<file path="src/rtl/ew_join_vec4.sv">
// ---------------------------------------------------------------------------
// ew_join_vec4
//
// Joins a lambda token stream (Q0.16 unsigned lanes) with a u token stream
// (Q8.8 signed lanes) into one paired token for the EMA update stage. Each
// input has its own small FIFO. Tokens pair strictly in arrival order, and a
// state-address counter tags every joined token with its index in the
// current sequence. The payload passes through bit-exact.
//
// Configuration macro: EW_JOIN_OUT_REG_EN
//   undefined : the outputs are combinational from the FIFO heads and the
//               counter (push-to-out_valid latency 1 cycle)
//   defined   : the outputs come from a register slice that can reload in
//               the same cycle it drains (latency 2 cycles, full throughput)
//
// Ports
//   clk, rst_n             clock (rising edge), asynchronous active-low reset
//   lam_valid/lam_ready    lambda input handshake, lam_in payload
//   u_valid/u_ready        u input handshake, u_in payload
//   seq_clear              synchronous pulse that restarts the address count
//   seq_len                sequence length, 0 means 2^S_ADDR_W
//   out_valid/out_ready    joined-token handshake
//   lam_vec, u_vec         joined payload
//   s_addr, last           state index of the token, final-index flag
// ---------------------------------------------------------------------------

module EwJoinFifo #(
    parameter int DW    = 64,
    parameter int DEPTH = 2
) (
    input  logic          clk,
    input  logic          rst_n,
    input  logic          i_valid,
    output logic          o_ready,
    input  logic [DW-1:0] i_data,
    input  logic          i_pop,
    output logic          o_nonempty,
    output logic [DW-1:0] o_head
);
    localparam int PTR_W = $clog2(DEPTH);
    localparam int CNT_W = PTR_W + 1;

    logic [DW-1:0]    r_mem [DEPTH];
    logic [PTR_W-1:0] r_wr;
    logic [PTR_W-1:0] r_rd;
    logic [CNT_W-1:0] r_count;
    logic             w_push;
    logic             w_pop;

    // Ready depends only on occupancy. A pop in the same cycle does not free a
    // slot for the incoming token, which keeps ready off the output path.
    assign o_ready    = (r_count != CNT_W'(DEPTH));
    assign o_nonempty = (r_count != '0);
    assign w_push     = i_valid && o_ready;
    assign w_pop      = i_pop && o_nonempty;
    assign o_head     = r_mem[r_rd];

    // The pointers wrap naturally because DEPTH is a power of two. The separate
    // occupancy count keeps full and empty distinct.
    always_ff @(posedge clk or negedge rst_n) begin
        if (!rst_n) begin
            r_wr    <= '0;
            r_rd    <= '0;
            r_count <= '0;
        end else begin
            if (w_push) r_wr <= r_wr + PTR_W'(1);
            if (w_pop)  r_rd <= r_rd + PTR_W'(1);
            case ({w_push, w_pop})
                2'b10:   r_count <= r_count + CNT_W'(1);
                2'b01:   r_count <= r_count - CNT_W'(1);
                default: r_count <= r_count;
            endcase
        end
    end

    // Storage is not reset. Stale entries are never observable because the
    // head is only used while the FIFO is non-empty.
    always_ff @(posedge clk) begin
        if (w_push) r_mem[r_wr] <= i_data;
    end
endmodule

module ew_join_vec4 #(
    parameter int TILE_SIZE  = 4,
    parameter int W          = 16,
    parameter int S_ADDR_W   = 10,
    parameter int FIFO_DEPTH = 2
) (
    input  logic                          clk,
    input  logic                          rst_n,
    input  logic                          lam_valid,
    output logic                          lam_ready,
    input  logic [TILE_SIZE*W-1:0]        lam_in,
    input  logic                          u_valid,
    output logic                          u_ready,
    input  logic signed [TILE_SIZE*W-1:0] u_in,
    input  logic                          seq_clear,
    input  logic [S_ADDR_W-1:0]           seq_len,
    output logic                          out_valid,
    input  logic                          out_ready,
    output logic [TILE_SIZE*W-1:0]        lam_vec,
    output logic signed [TILE_SIZE*W-1:0] u_vec,
    output logic [S_ADDR_W-1:0]           s_addr,
    output logic                          last
);
    localparam int DW = TILE_SIZE * W;

    logic          w_lam_nonempty;
    logic          w_u_nonempty;
    logic [DW-1:0] w_lam_head;
    logic [DW-1:0] w_u_head;
    logic          w_join_valid;
    logic          w_pop;
    logic [S_ADDR_W-1:0] w_len_m1;
    logic [S_ADDR_W-1:0] r_cnt;

    EwJoinFifo #(.DW(DW), .DEPTH(FIFO_DEPTH)) u_lam_fifo (
        .clk        (clk),
        .rst_n      (rst_n),
        .i_valid    (lam_valid),
        .o_ready    (lam_ready),
        .i_data     (lam_in),
        .i_pop      (w_pop),
        .o_nonempty (w_lam_nonempty),
        .o_head     (w_lam_head)
    );

    EwJoinFifo #(.DW(DW), .DEPTH(FIFO_DEPTH)) u_u_fifo (
        .clk        (clk),
        .rst_n      (rst_n),
        .i_valid    (u_valid),
        .o_ready    (u_ready),
        .i_data     (u_in),
        .i_pop      (w_pop),
        .o_nonempty (w_u_nonempty),
        .o_head     (w_u_head)
    );

    assign w_join_valid = w_lam_nonempty && w_u_nonempty;

    // seq_len of 0 wraps to all-ones here, which is the 2^S_ADDR_W case.
    assign w_len_m1 = seq_len - S_ADDR_W'(1);

    // Address of the next token to leave the FIFOs. The counter wraps only on an
    // exact match with seq_len-1. If seq_len shrinks below the current count,
    // the counter runs on to its natural overflow.
    always_ff @(posedge clk or negedge rst_n) begin
        if (!rst_n) begin
            r_cnt <= '0;
        end else if (seq_clear) begin
            r_cnt <= '0;
        end else if (w_pop) begin
            r_cnt <= (r_cnt == w_len_m1) ? '0 : r_cnt + S_ADDR_W'(1);
        end
    end

`ifdef EW_JOIN_OUT_REG_EN
    logic                r_out_valid;
    logic [DW-1:0]       r_lam;
    logic [DW-1:0]       r_u;
    logic [S_ADDR_W-1:0] r_addr;
    logic                r_last;

    // The slice loads whenever it is empty or is being drained this cycle. This
    // keeps one token per cycle under sustained streaming.
    assign w_pop = w_join_valid && (!r_out_valid || out_ready);

    always_ff @(posedge clk or negedge rst_n) begin
        if (!rst_n) begin
            r_out_valid <= 1'b0;
            r_lam       <= '0;
            r_u         <= '0;
            r_addr      <= '0;
            r_last      <= 1'b0;
        end else if (!r_out_valid || out_ready) begin
            r_out_valid <= w_join_valid;
            if (w_join_valid) begin
                r_lam  <= w_lam_head;
                r_u    <= w_u_head;
                r_addr <= r_cnt;
                r_last <= (r_cnt == w_len_m1);
            end
        end
    end

    assign out_valid = r_out_valid;
    assign lam_vec   = r_lam;
    assign u_vec     = r_u;
    assign s_addr    = r_addr;
    assign last      = r_last;
`else
    assign w_pop = w_join_valid && out_ready;

    // The payload and last are masked while no token is presented, so nothing
    // stale leaks out of the unreset FIFO storage during or after reset.
    assign out_valid = w_join_valid;
    assign lam_vec   = w_join_valid ? w_lam_head : '0;
    assign u_vec     = w_join_valid ? w_u_head : '0;
    assign s_addr    = r_cnt;
    assign last      = w_join_valid && (r_cnt == w_len_m1);
`endif
endmodule

</file>
<file path="config.mk">
export PLATFORM = sky130hd
export DESIGN_NAME = ew_join_vec4
export DESIGN_NICKNAME = d
export VERILOG_FILES = /design/src/rtl/ew_join_vec4.sv
export SDC_FILE = /design/constraint.sdc
export NUM_CORES = 1
export LEC_CHECK = 0
export CELL_PAD_IN_SITES_DETAIL_PLACEMENT = 1
export CELL_PAD_IN_SITES_GLOBAL_PLACEMENT = 1
export CORE_MARGIN = 3
export CORE_UTILIZATION = 41
export DETAILED_ROUTE_END_ITERATION = 8
export HOLD_SLACK_MARGIN = 0.05
export MAX_ROUTING_LAYER = met4
export PLACE_DENSITY_LB_ADDON = 0.2
export SYNTH_ARGS = -nofsm -noshare
export SYNTH_HDL_FRONTEND = slang
export SYNTH_HIERARCHICAL = 1
export SYNTH_SLANG_ARGS = --single-unit
</file>
<file path="constraint.sdc">
create_clock -name clk -period 5 [get_ports clk]
set_clock_uncertainty 0.15 [all_clocks]
set_input_delay 1 -clock clk [delete_from_list [all_inputs] [get_ports clk]]
set_output_delay 1 -clock clk [all_outputs]
set_load 0.005 [all_outputs]
</file>
Figure 1. Track usage over the die (run 1).
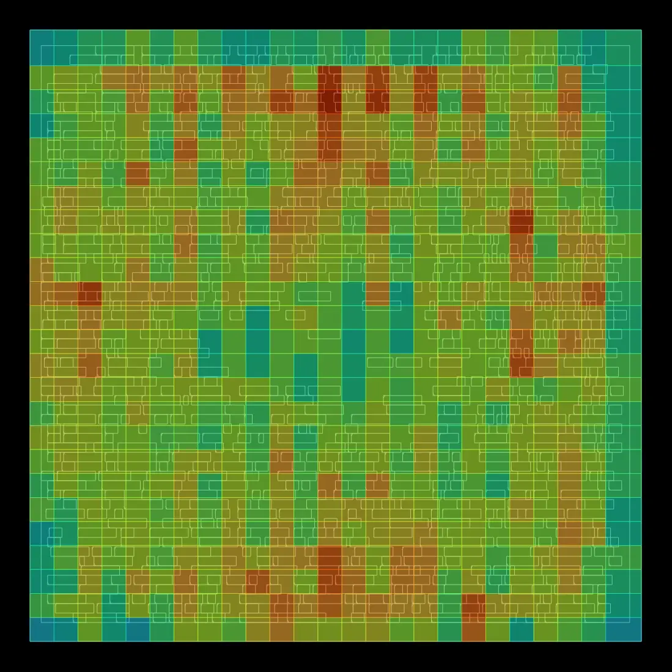
gr busiest metal: met2
grt met1 use: 21.1%

Figure 2. Gate-type map (run 1).
Scale bar: 50 um.
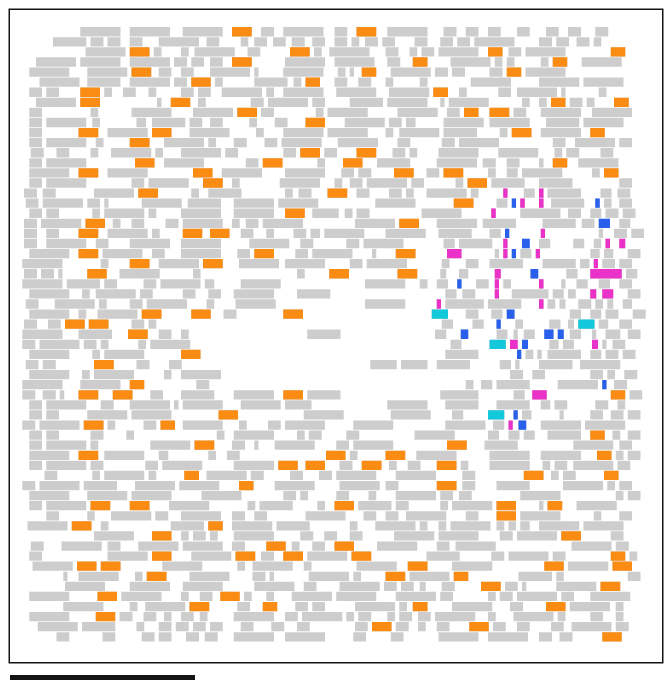
Key: blue = NAND gates [cells 18, most used nand2_1, where east]; cyan = adder and majority cells [cells 4, most used ha_1, where east]; magenta = NOR gates [cells 26, most used nor2_1, where east]; orange = multiplexers [cells 128, most used mux2_4, where all over the die]

Figure 3. Signal wires on met3 (run 1).
Scale bar: 50 um. Cells faint in the background.
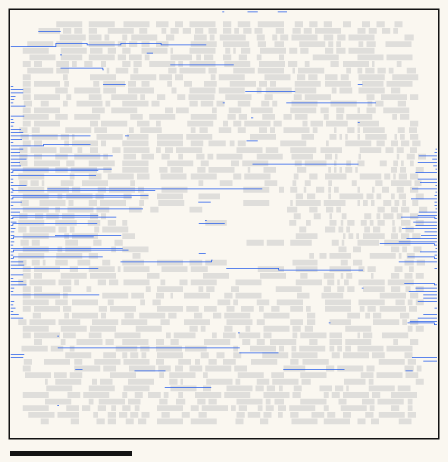
The wires run mostly horizontal. 128 nets have wire on it. The layer carries 1910 um of wire.

==> deck_impl_summary.md, run 1 <==
Synthesis and Place & Route Summary

Logic synthesis
  • Synthesized area per cell: ~17 um^2
  • Synthesized area: roughly 0.012 mm^2

Clock network
  • Max H-tree Level: 1
  • Clock buffer depth: 3

Critical path
  • CP Class: input pin to primary output
  • Worst setup SP type: input pin
  • Worst flop-to-flop path startpoint: u_lam_fifo/r_count[0]$_DFFE_PN0P_
  • Max incr delay on CP: about 0.51 ns
  • Worst R2R Path Depth: 9
  • CP arrival: roughly 3.7 ns
  • Critical Path, Cell by Cell: clkdlybuf4s50_1 -> inv_1 -> ha_1 -> or4b_1 -> xnor2_1 -> or3_1 -> o211a_1 -> and4b_1 -> clkdlybuf4s50_1
  • Required @ worst endpoint: between 3 and 4 ns

Cells and area
  • Fin cells: approximately 1400
  • Inverter count: 8
  • Final Util: between 50% and 60%
  • Non-clock buffering overhead: between 10% and 20%
  • Total of fill cells in the finished design: around 2600
  • Inserted Diodes: 3
  • Flop share of the area: 51.1%
  • FF+latch area: 0.00815 mm^2
  • Count of non-CTS buffers in the layout: 299

Detailed routing
  • Routed length on met2: around 15000 um
  • Routed len/inst: ~21 um
  • TritonRoute pass-1 iters: 4
  • Wl on met1: 11300 um

Timing
  • Fmax: approximately 210 MHz
  • Worst slew margin: 38.0%
  • Minimum clock period: 4.84 ns
  • Worst Tran Pin Value: 0.930 ns
  • RSZ-0062 raised after global routing: false

Die
  • Core footprint: around 0.028 mm^2
  • Tapcells: ~380
  • FP Rows: a little over 60
  • Die height: around 180 um

Flow run
  • Max-cap violations: 0

Global route
  • Initial antenna violation count: 3
  • Largest net degree at the start of global routing: between 70 and 80

Min path
  • Hold Path Stages: 1
  • Min-delay src: u_lam_fifo/r_count[1]$_DFFE_PN0P_

Outcome
  • Status: finished clean

Placed design
  • Post-Place Cell Area: ~0.015 mm^2
## run 1: worst max path at each step
stage,cells past startpoint,slack (ns),to,from
2_1_floorplan,2,0.59,u_lam_fifo/r_mem[0][0]$_DFFE_PP_,lam_valid
3_3_place_gp,9,0.20,last,seq_len[0]
3_5_place_dp,9,0.13,last,seq_len[0]
4_1_cts,9,0.12,last,seq_len[0]
5_1_grt,9,0.02,last,seq_len[0]
6_report,9,0.16,last,seq_len[0]
## run 1: cells in the mapped netlist, types with 2 or more instances
cell type	count	share of area, %
xor2_1	14	1.0
dfrtp_1	18	3.8
and2_1	2	0.11
nor2_1	19	0.60
inv_1	7	0.22
nand4_1	3	0.16
mux2_2	28	2.7
ha_1	4	0.42
nand2_1	9	0.29
xnor2_1	17	1.3
nor3_1	4	0.17
a31oi_1	3	0.16
mux2_4	100	13
buf_2	2	0.085
and3_1	131	6.9
nand2b_1	2	0.11
buf_6	12	1.1
clkbuf_1	31	0.98
or2_1	2	0.11
a21oi_1	2	0.085
and2_4	2	0.15
nand3_1	2	0.085
edfxtp_1	256	65
## run 1: placed cells by master (no fill, tap or decap), types with 7 or more instances in the layout
cell,count
dfrtp_1,16
clkbuf_16,29
nor2_1,17
xnor2_1,17
buf_4,10
mux2_4,100
xor2_1,14
inv_1,7
and3_1,129
mux2_2,28
clkdlybuf4s50_1,285
clkbuf_1,10
edfxtp_1,256
nand2_1,9
clkinv_1,8
## run 1: critical path, delay by kind of cell
family | cells | cell delay [ns]
AND-OR/OR-AND | 1 | 0.19
XOR/XNOR | 1 | 0.15
adder cells (fa/ha/maj) | 1 | 0.17
buffers and inverters | 3 | 1.08
AND/OR/NAND/NOR | 3 | 1.11
## run 1: where the power goes
part           switching [mW]  internal (mW)
clock network           0.812           1.16
logic                    1.67           2.41
registers               0.281           3.13
==> inputs of run 2 (changes only) <==
--- a/config.mk
+++ b/config.mk
@@ -13,6 +13,7 @@
 export HOLD_SLACK_MARGIN = 0.05
 export MAX_ROUTING_LAYER = met4
 export PLACE_DENSITY_LB_ADDON = 0.2
+export SETUP_SLACK_MARGIN = 0.05
 export SYNTH_ARGS = -nofsm -noshare
 export SYNTH_HDL_FRONTEND = slang
 export SYNTH_HIERARCHICAL = 1
Figure 4. Gate-type map (run 2).
Scale bar: 50 um.
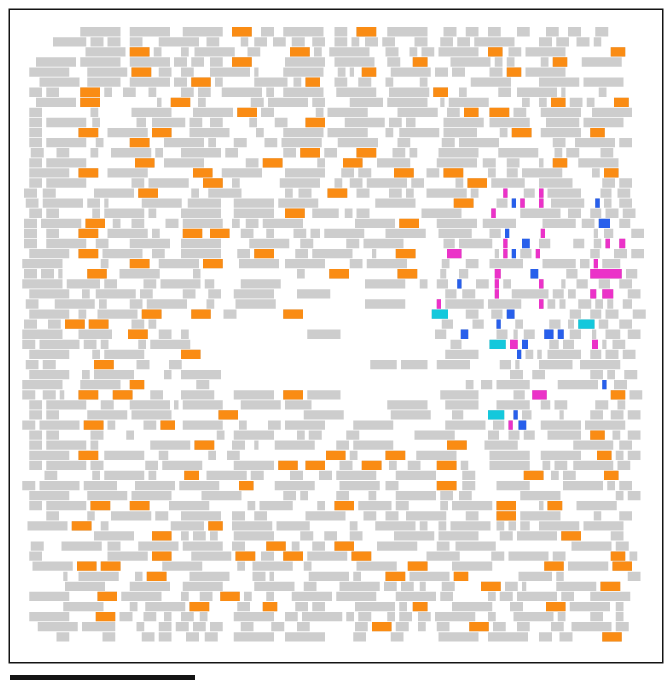
Key: orange = multiplexers [cells 128, most used mux2_4, where all over the die]; blue = NAND gates [cells 18, most used nand2_1, where east]; cyan = adder and majority cells [cells 4, most used ha_1, where east]; magenta = NOR gates [cells 26, most used nor2_1, where east]

==> run 2 against run 1 <==
Net effect: clock power is essentially flat; first-iteration DRC count grew 1.2%; register-to-register slack is essentially flat; non-clock buffer count is the same; worst setup slack gained 0.032 ns; global-route usage is the same; combinational power is essentially flat; fmax grew 0.66%; core utilization is essentially flat; critical endpoint unchanged; largest cell class unchanged.
==> deck_impl_summary.md, run 2 <==
Synthesis and Place & Route Summary

Outcome
  • Status: finished clean

Logic synthesis
  • Top-area cell share: between 60% and 70%
  • Cell type with the largest total area: edfxtp_1
  • Top cells by area: edfxtp_1, mux2_4, and3_1, dfrtp_1, mux2_2
  • Synthesized area: around 0.012 mm^2

Pwr
  • Clock share of power: between 20% and 30%
  • Switching Fraction: 29.2%
  • Clk. pwr: approximately 2 mW
  • Share of power burned in registers: between 30% and 40%
  • P_comb: 4.09 mW

Critical path
  • CP Class: input pin to primary output
  • Critical Path, Cell by Cell: clkdlybuf4s50_1 -> inv_1 -> ha_1 -> or4b_4 -> xnor2_1 -> or3_1 -> o211a_1 -> and4b_1 -> clkdlybuf4s50_1
  • Worst setup SP type: input pin
  • CP arrival: 3.66 ns
  • Required @ worst endpoint: ~3.9 ns
  • Max incr delay on CP: 0.51 ns

Global route
  • Initial antenna violation count: 3

Timing
  • Worst slew margin: 38.0%
  • Worst Tran Pin Value: 0.930 ns

Cells and area
  • Total of fill cells in the finished design: between 2000 and 3000
  • Final Util: 56.8%
  • Fin cells: between 1000 and 1500
  • Most frequent cells in the layout: clkdlybuf4s50_1, edfxtp_1, and3_1

Die
  • Core footprint: about 0.028 mm^2
  • FP Rows: around 61

Clock network
  • Clock buffer depth: 3

Flow run
  • Max-cap violations: 0
Figure 5. Signal wires on met3 (run 2).
Scale bar: 50 um. Cells faint in the background.
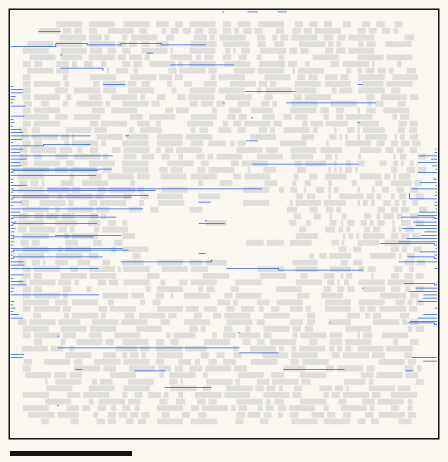
The layer holds 6.6% of the routed length. The wires run mostly horizontal. The longest straight run is 88.1 um.

[run 2: cell counts in the layout (fill, tap and decap cells not counted)]
Identical to the previous run, type by type.
[run 2: worst max-delay path, delay by kind of cell]
kind,cells,cell delay (ns)
AND/OR/NAND/NOR,3,1.09
buffers and inverters,3,1.08
AND-OR/OR-AND,1,0.19
adder cells (fa/ha/maj),1,0.17
XOR/XNOR,1,0.13
[run 2: logic make-up (layout without fill, tap and decap cells)]
family | count (synthesis) | count (layout) | share of synthesized area, %
muxes | 128 | 128 | 15.4
DFF | 274 | 274 | 68.8
xor gates and xnor gates | 31 | 31 | 2.30
buffers and inverters | 53 | 357 | 2.46
other | 0 | 3 | 0
adders and majority gates | 4 | 4 | 0.423
AOI/OAI and AO/OA | 14 | 14 | 1.00
and+or+nand+nor | 188 | 188 | 9.67
[run 2: metal layers]
metal | vias to the layer above | track usage (%) | wire length, um
met5 | - | - | 0
met4 | 0 | 3.46 | 435
met3 | 38 | 5.02 | 1900
met2 | 170 | 32.6 | 15000
met1 | 3441 | 21.1 | 11400
li1 | 3215 | - | -
[run 2: worst max path at each step]
stage,start,endpoint
2_1_floorplan,lam_valid,u_lam_fifo/r_mem[0][0]$_DFFE_PP_
3_5_place_dp,seq_len[0],last
5_1_grt,seq_len[0],last
3_3_place_gp,seq_len[0],last
6_report,seq_len[0],last
4_1_cts,seq_len[0],last
[run 2: cell type report]
type                            count  area, um^2  share of cell area (%)
Antenna cell                        3        7.51                  0.0471
Clock buffer                       39         763                    4.79
Clock inverter                     11        96.3                   0.604
Inverter                            8        30.0                   0.188
Multi-Input combinational cell    365        3430                    21.5
Sequential cell                   274        8150                    51.1
Tap cell                          378         473                    2.97
Timing Repair Buffer              299        3010                    18.9
==> inputs of run 3 (changes only) <==
--- a/config.mk
+++ b/config.mk
@@ -7,7 +7,7 @@
 export LEC_CHECK = 0
 export CELL_PAD_IN_SITES_DETAIL_PLACEMENT = 1
 export CELL_PAD_IN_SITES_GLOBAL_PLACEMENT = 1
-export CORE_MARGIN = 3
+export CORE_MARGIN = 2
 export CORE_UTILIZATION = 41
 export DETAILED_ROUTE_END_ITERATION = 8
 export HOLD_SLACK_MARGIN = 0.05
Figure 6. Track usage over the die (run 3).
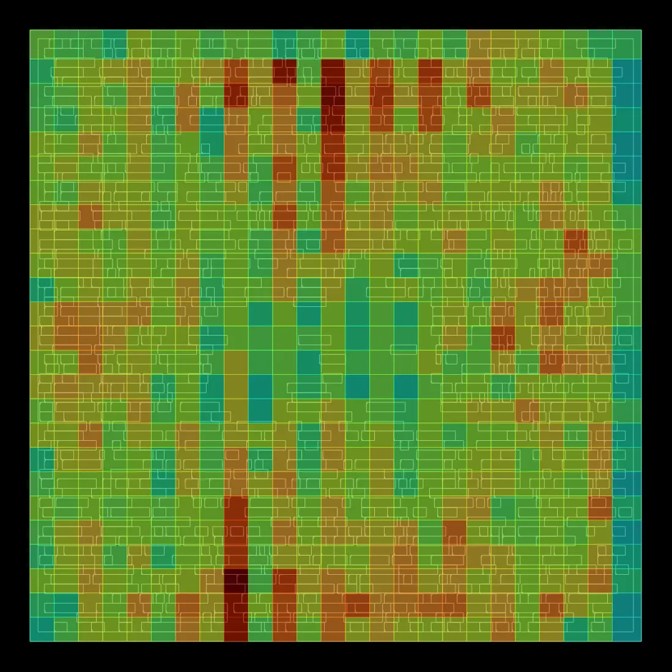
M2 GR Usage: 32.6%
Overall Global Routing Usage: 18.9%

==> run 3 against run 2 <==
Net effect: die area decreased by 2.3%; clock-buffer cell count increased by 8; critical path depth unchanged; core utilization decreased by 0.74 points; global-route usage increased by 0.50 points; non-clock buffer count decreased by 1; area after synthesis unchanged; critical path type unchanged; largest cell class unchanged; highest routed layer unchanged.
==> deck_impl_summary.md, run 3 <==
Synthesis and Place & Route Summary

Die
  • FP Rows: ~62
  • Die height: around 170 um
  • Core footprint: ~0.029 mm^2

Pwr
  • P_int: between 6 and 7 mW
  • Clock share of power: between 20% and 30%
  • P_seq: 3.38 mW
  • Share of power burned in registers: 35.4%
  • Switching Fraction: between 20 and 30%
  • Top power group: combinational cells
  • NetSw: 2.78 mW
  • P_comb: 4.09 mW

Global route
  • Largest net degree at the start of global routing: about 74

Logic synthesis
  • Top-count cell post-synth: edfxtp_1
  • Post-synth top cells: edfxtp_1, and3_1, mux2_4, clkbuf_1, mux2_2
  • Top cells by area: edfxtp_1, mux2_4, and3_1, dfrtp_1, mux2_2
  • Top-area cell share: between 60% and 70%
  • Synthesized area per cell: approximately 17 um^2
  • Synthesized area: roughly 0.012 mm^2

Critical path
  • Worst flop-to-flop path startpoint: u_lam_fifo/r_count[0]$_DFFE_PN0P_
  • CP Class: input pin to primary output
  • Worst R2R Path Depth: 9
  • Worst setup SP type: input pin
  • CP arrival: around 3.7 ns

Detailed routing
  • Routed len/inst: 20.5 um

Cells and area
  • Fin cells: around 1400
  • Commonest Layout Cell: clkdlybuf4s50_1
  • Logic area: 0.00343 mm^2
  • Most frequent cells in the layout: clkdlybuf4s50_1, edfxtp_1, and3_1
  • FF+latch area: 0.00815 mm^2
  • Total of fill cells in the finished design: between 2000 and 3000

Timing
  • Worst slew margin: approximately a third
  • RSZ-0062 raised after global routing: false
  • Fmax: 207 MHz
  • Minimum clock period: 4.83 ns

Outcome
  • Status: finished clean

Flow run
  • Max-cap violations: 0

Min path
  • Hold Path Stages: 1
  • Min-delay src: u_lam_fifo/r_count[1]$_DFFE_PN0P_

Placed design
  • Post-Place Cell Area: ~0.015 mm^2
Figure 7. Layout detail (run 3).
Scale bar: 10 um. Region (110, 23) to (150, 63) um. Cells in gray, sequential cells in the stronger gray; small squares are vias.
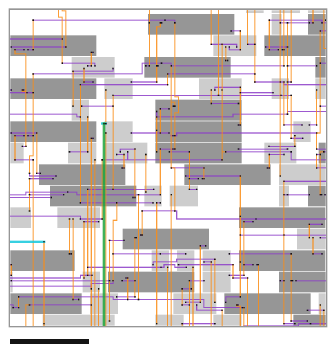
Key: green = met4; cyan = met3; orange = met2; purple = met1
Sequential cells in the window: 20. Netlist names of flops here include `u_lam_fifo/r_mem` (20). Most frequent: edfxtp_1 (20), clkdlybuf4s50_1 (10). 49 logic cells have their middle in the window.

-- run 3: cell counts after synthesis --
No cell type changed its count.
-- run 3: area by class of cell --
class                   instances  share of cell area [%]
clock buffers                  47                    5.22
repair buffers                298                    18.7
clock inverters                 8                   0.516
well taps                     384                    3.00
inverters                       8                   0.188
flip-flops and latches        274                    50.9
diodes                          4                  0.0626
multi-input cells             365                    21.4
-- run 3: logic make-up after synthesis --
logic type	after synthesis	share of synthesized area [%]
xor+xnor	31	2.30
flops	274	68.8
simple gates	188	9.67
compound gates	14	1.00
mux	128	15.4
buf+inv	53	2.46
fa+ha+maj	4	0.423
-- run 3: timing repair --
| item | CTS | global route |
|---|---|---|
| setup buffers | 0 | 0 |
| hold buffers | 0 | 0 |
| gates resized | 0 | 1 |
| setup endpoints to repair | 0 | 1 |
-- run 3: per-layer routing --
layer / vias to the layer above / wire, um / GRT usage, % / share of wire (%)
met5: - / 0 / - / 0
met4: 0 / 561 / 4.87 / 2.0
li1: 3212 / - / - / -
met3: 34 / 1680 / 4.56 / 5.9
met1: 3505 / 11500 / 22.2 / 41
met2: 176 / 14700 / 32.6 / 52
-- run 3: how the worst max path moves through the flow --
stage          cells past startpoint                          endpoint       start  slack, ns
2_1_floorplan                      2  u_lam_fifo/r_mem[0][0]$_DFFE_PP_   lam_valid       0.59
3_3_place_gp                       9                              last  seq_len[0]       0.20
3_5_place_dp                       9                              last  seq_len[0]       0.13
4_1_cts                            9                              last  seq_len[0]       0.12
5_1_grt                            9                              last  seq_len[0]       0.07
6_report                           9                              last  seq_len[0]       0.17
-- run 3: critical path, cell delays in order --
cell	delay, ns
clkdlybuf4s50_1	0.50
inv_1	0.10
ha_1	0.17
or4b_4	0.49
xnor2_1	0.15
or3_1	0.32
o211a_1	0.19
and4b_1	0.26
clkdlybuf4s50_1	0.52
No activity file was given, so power comes from the tool's default toggle rates.
